==> images/met1.png <==
(4 px per um) Supply wires on this layer in gray. Cells faint in the background.
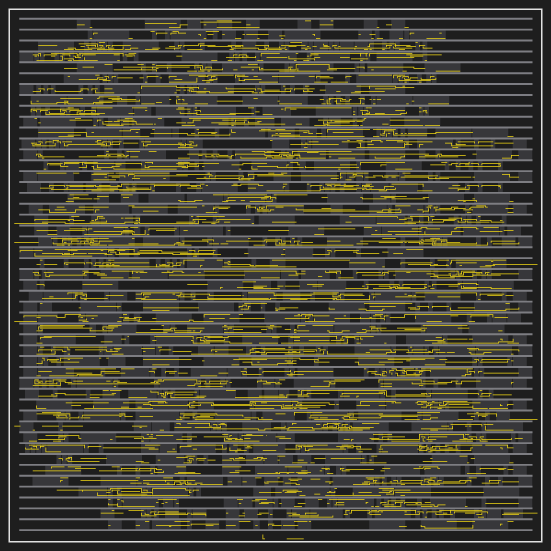
==> images/drive_strength.png <==
(3 px per um)
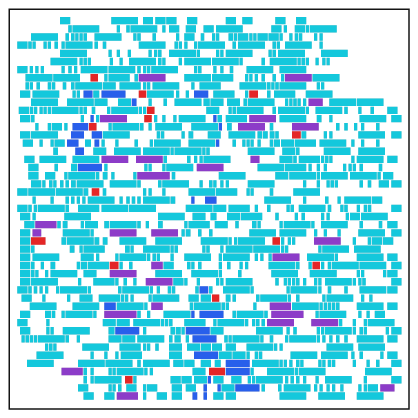
==> images/density.png <==
(3 px per um) The die is cut into 13 by 13 equal tiles; dark blue is low, red is high, 0 to 100% covered.
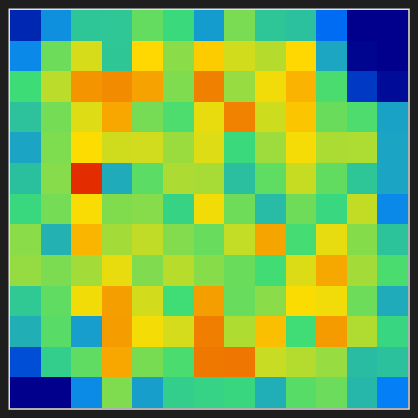
==> config.mk <==
export PLATFORM = sky130hd
export DESIGN_NAME = pipelined_carry_skip_add
export DESIGN_NICKNAME = d
export VERILOG_FILES = /design/src/rtl/pipelined_carry_skip_add.sv
export SDC_FILE = /design/constraint.sdc
export NUM_CORES = 1
export LEC_CHECK = 0
export CORE_MARGIN = 2
export CORE_UTILIZATION = 50
export CTS_BUF_LIST = sky130_fd_sc_hd__clkbuf_4 sky130_fd_sc_hd__clkbuf_8 sky130_fd_sc_hd__clkbuf_16
export CTS_CLUSTER_DIAMETER = 100
export DETAILED_ROUTE_END_ITERATION = 12
export PLACE_DENSITY_LB_ADDON = 0.2
export SLEW_MARGIN = 15
export SYNTH_ARGS = -nofsm -noshare
export SYNTH_HDL_FRONTEND = slang
export SYNTH_SLANG_ARGS = --single-unit
==> constraint.sdc <==
create_clock -name clk -period 4.2 [get_ports clk]
set_input_delay 0.84 -clock clk [delete_from_list [all_inputs] [get_ports clk]]
set_output_delay 0.84 -clock clk [all_outputs]
set_load 0.1 [all_outputs]
==> src/rtl/pipelined_carry_skip_add.sv <==
// pipelined_carry_skip_add: STAGES-deep pipelined carry-skip adder with valid/ready flow control.
// Ports: clk; rst_n (asynchronous, active-low);
//        in_valid/in_ready/a/b/ci  - operand side, accepted on in_valid & in_ready;
//        out_valid/out_ready/c/co/ovf - result side (sum, carry-out, signed overflow).
// Optional macro ADD_SUB_EN: adds input sub; sub=1 inverts b on entry (a + ~b + ci).
module pipelined_carry_skip_add #(
    parameter int N      = 32,
    parameter int BLOCK  = 4,
    parameter int STAGES = 4
) (
    input  logic         clk,
    input  logic         rst_n,
    input  logic         in_valid,
    output logic         in_ready,
    input  logic [N-1:0] a,
    input  logic [N-1:0] b,
    input  logic         ci,
`ifdef ADD_SUB_EN
    input  logic         sub,
`endif
    output logic         out_valid,
    input  logic         out_ready,
    output logic [N-1:0] c,
    output logic         co,
    output logic         ovf
);
    localparam int W = N / STAGES;

    // Returns {carry into bit W-1, segment carry-out, segment sum}.
    function automatic logic [W+1:0] seg_add(input logic [W-1:0] x, input logic [W-1:0] y, input logic cin);
        logic [W-1:0] s;
        logic cg, cr, cm;
        s  = '0;
        cg = cin;
        cr = cin;
        cm = cin;
        for (int g = 0; g < W / BLOCK; g++) begin
            cr = cg;
            for (int i = 0; i < BLOCK; i++) begin
                s[g*BLOCK+i] = x[g*BLOCK+i] ^ y[g*BLOCK+i] ^ cr;
                cm = cr;
                cr = (x[g*BLOCK+i] & y[g*BLOCK+i]) | (cr & (x[g*BLOCK+i] ^ y[g*BLOCK+i]));
            end
            // A fully propagating group passes its carry-in straight through.
            cg = &(x[g*BLOCK +: BLOCK] ^ y[g*BLOCK +: BLOCK]) ? cg : cr;
        end
        return {cm, cg, s};
    endfunction

    logic         adv;
    logic [N-1:0] b_in;
    logic [N-1:0] ia [STAGES];
    logic [N-1:0] ib [STAGES];
    logic [N-1:0] sa [STAGES];
    logic [N-1:0] ns [STAGES];
    logic         ic [STAGES];
    logic         iv [STAGES];
    logic [W+1:0] r  [STAGES];
    logic [N-1:0] a_q [STAGES];
    logic [N-1:0] b_q [STAGES];
    logic [N-1:0] s_q [STAGES];
    logic         v_q [STAGES];
    logic         cy_q [STAGES];
    logic         ov_q [STAGES];

`ifdef ADD_SUB_EN
    assign b_in = sub ? ~b : b;
`else
    assign b_in = b;
`endif

    assign adv       = !out_valid || out_ready;
    assign in_ready  = adv;
    assign out_valid = v_q[STAGES-1];
    assign c         = s_q[STAGES-1];
    assign co        = cy_q[STAGES-1];
    assign ovf       = ov_q[STAGES-1];

    // Stage k sees its predecessor's registers; stage 0 sees the ports.
    // Operands travel whole down the pipe so no stage re-reads a or b.
    always_comb begin
        ia[0] = a;
        ib[0] = b_in;
        sa[0] = '0;
        ic[0] = ci;
        iv[0] = in_valid;
        for (int k = 1; k < STAGES; k++) begin
            ia[k] = a_q[k-1];
            ib[k] = b_q[k-1];
            sa[k] = s_q[k-1];
            ic[k] = cy_q[k-1];
            iv[k] = v_q[k-1];
        end
        for (int k = 0; k < STAGES; k++) begin
            r[k]  = seg_add(ia[k][k*W +: W], ib[k][k*W +: W], ic[k]);
            ns[k] = sa[k];
            ns[k][k*W +: W] = r[k][W-1:0];
        end
    end

    always_ff @(posedge clk or negedge rst_n) begin
        if (!rst_n) begin
            for (int k = 0; k < STAGES; k++) begin
                v_q[k]  <= 1'b0;
                a_q[k]  <= '0;
                b_q[k]  <= '0;
                s_q[k]  <= '0;
                cy_q[k] <= 1'b0;
                ov_q[k] <= 1'b0;
            end
        end else if (adv) begin
            for (int k = 0; k < STAGES; k++) begin
                v_q[k]  <= iv[k];
                a_q[k]  <= ia[k];
                b_q[k]  <= ib[k];
                s_q[k]  <= ns[k];
                cy_q[k] <= r[k][W];
                ov_q[k] <= r[k][W+1] ^ r[k][W];
            end
        end
    end
endmodule

==> out/metrics.cfg <==
[cells_and_area]
share_of_the_final_layout_cell_area_in_sequential_cells_pct = 45.9
final-comb-area_sq_mm = 0.00329
layout.clock.cell_area_share_pct = 6.14
nClkBuffers = 20
fin_nets = 1094
top_area_cell_class = sequential cells
nMultiInputCombCells = 615
final_cell_mix = 492 x sky130_fd_sc_hd__nand2_1, 185 x sky130_fd_sc_hd__dfrtp_1, 99 x sky130_fd_sc_hd__clkdlybuf4s50_1, 32 x sky130_fd_sc_hd__ha_1, 22 x sky130_fd_sc_hd__fa_1
layout.sequential_cells = 185

[sta]
setup_repair_after_global_routing_missed_its_margin = yes
setup_tns_ns = 0
timing.final.setup_violations = 0
final_max_slew_viol_count = 0
slew-limit-headroom_pct = 34.6
hold_slack_ns = 0.463
achievable-frequency_ghz = 0.244

[synth]
synth-edff-count = 0
syn-mean-instance-area_sq_um = 9.54
gate_count_after_technology_mapping = 869
synth.yosys.warnings = 0
synth.yosys.seq_area_share_pct = 55.8
post_synth_instance_area_sq_mm = 0.00829
aoi_share_pct = 1.96
synth.top_cells.by_count = 492 x sky130_fd_sc_hd__nand2_1, 185 x sky130_fd_sc_hd__dfrtp_1, 32 x sky130_fd_sc_hd__fa_1, 32 x sky130_fd_sc_hd__ha_1, 27 x sky130_fd_sc_hd__inv_1
simple_gate_area_share_pct = 24.0
top_area_cell = sky130_fd_sc_hd__dfrtp_1

[hold_path]
hold_path.class = register to register
hold-path-cell-count = 2
worst_hold_endpoint = c[6]

[critical_path]
reg2reg_setup_slack_ns = 0.11
cp_slowest_cell = sky130_fd_sc_hd__clkdlybuf4s50_1
cpPeakStageDelay_ns = 0.46
timing.critical_path.arrival_ns = 4.45
timing.critical_path.to = ns[71]
criticalPathCategory = input port to register
number_of_buffer_and_inverter_stages_on_the_critical_path = 2
timing.critical_path.mode_cell = sky130_fd_sc_hd__fa_2
critPathLaunch = a[1]
worst_r2r_endpoint = ovf
critical_path.max_fanout = 2

[place]
place_area_sq_mm = 0.00941
buffer_ports.inserted = 104

[global_route]
met3_usage_pct = 3.33
gr-usage-met2_pct = 27.1
grtUsageTotal_pct = 18.4
grt_antenna_before_repair = 0
globalRoute.busiestLayer = met1
globalRoute.totalOverflow = 0

[run]
drv_cap = 0
openroad.warnings = 65

[power_and_ir_drop]
seq_power_share_pct = 36.4
design_power_total_mw = 8.39
clock_net_power_mw = 1.67
largest_pwr_group = combinational logic
pwr.group.sequential_mw = 3.06

[route]
wl_met2_mm = 6.67
drt.antenna.violating_nets = 0
wl_mm = 14.9
dr.max_layer_used = met4
num_vias = 5535

[floorplan]
fp.dieW_um = 133

[cts]
number_of_instances_resized_during_post_cts_repair = 9
cts_buffers = 17
cts_setup_buffers = 1
root_buffer = sky130_fd_sc_hd__clkbuf_16
ctsHtreeMaxLevel = 4
cts_sinks = 185
tritoncts_clock_tree = done

[run_status]
run_status = finished clean

-- met1.png (at the start) --
main direction	horizontal
wire length on this layer	7630 um

-- drive_strength.png (at the start) --
color	size	cells
red	drive 3 to 4	15
blue	drive 2	33
purple	drive 6 and up	30
cyan	drive 1 or less	896
Post-Layout Inst Area: 0.0101 sq mm
post-synthesis to final-layout area growth: 21.7%
number of signal-net buffers in the layout: 114
slack of the critical path: 0.0970 ns

-- density.png (at the start) --
nearly empty tiles	3.6%
emptiest ninth of the die	upper right
tiles over 75% full	14%
area of the core: 0.0164 sq mm
fin util: 61.5%
FP Util: 50.5%

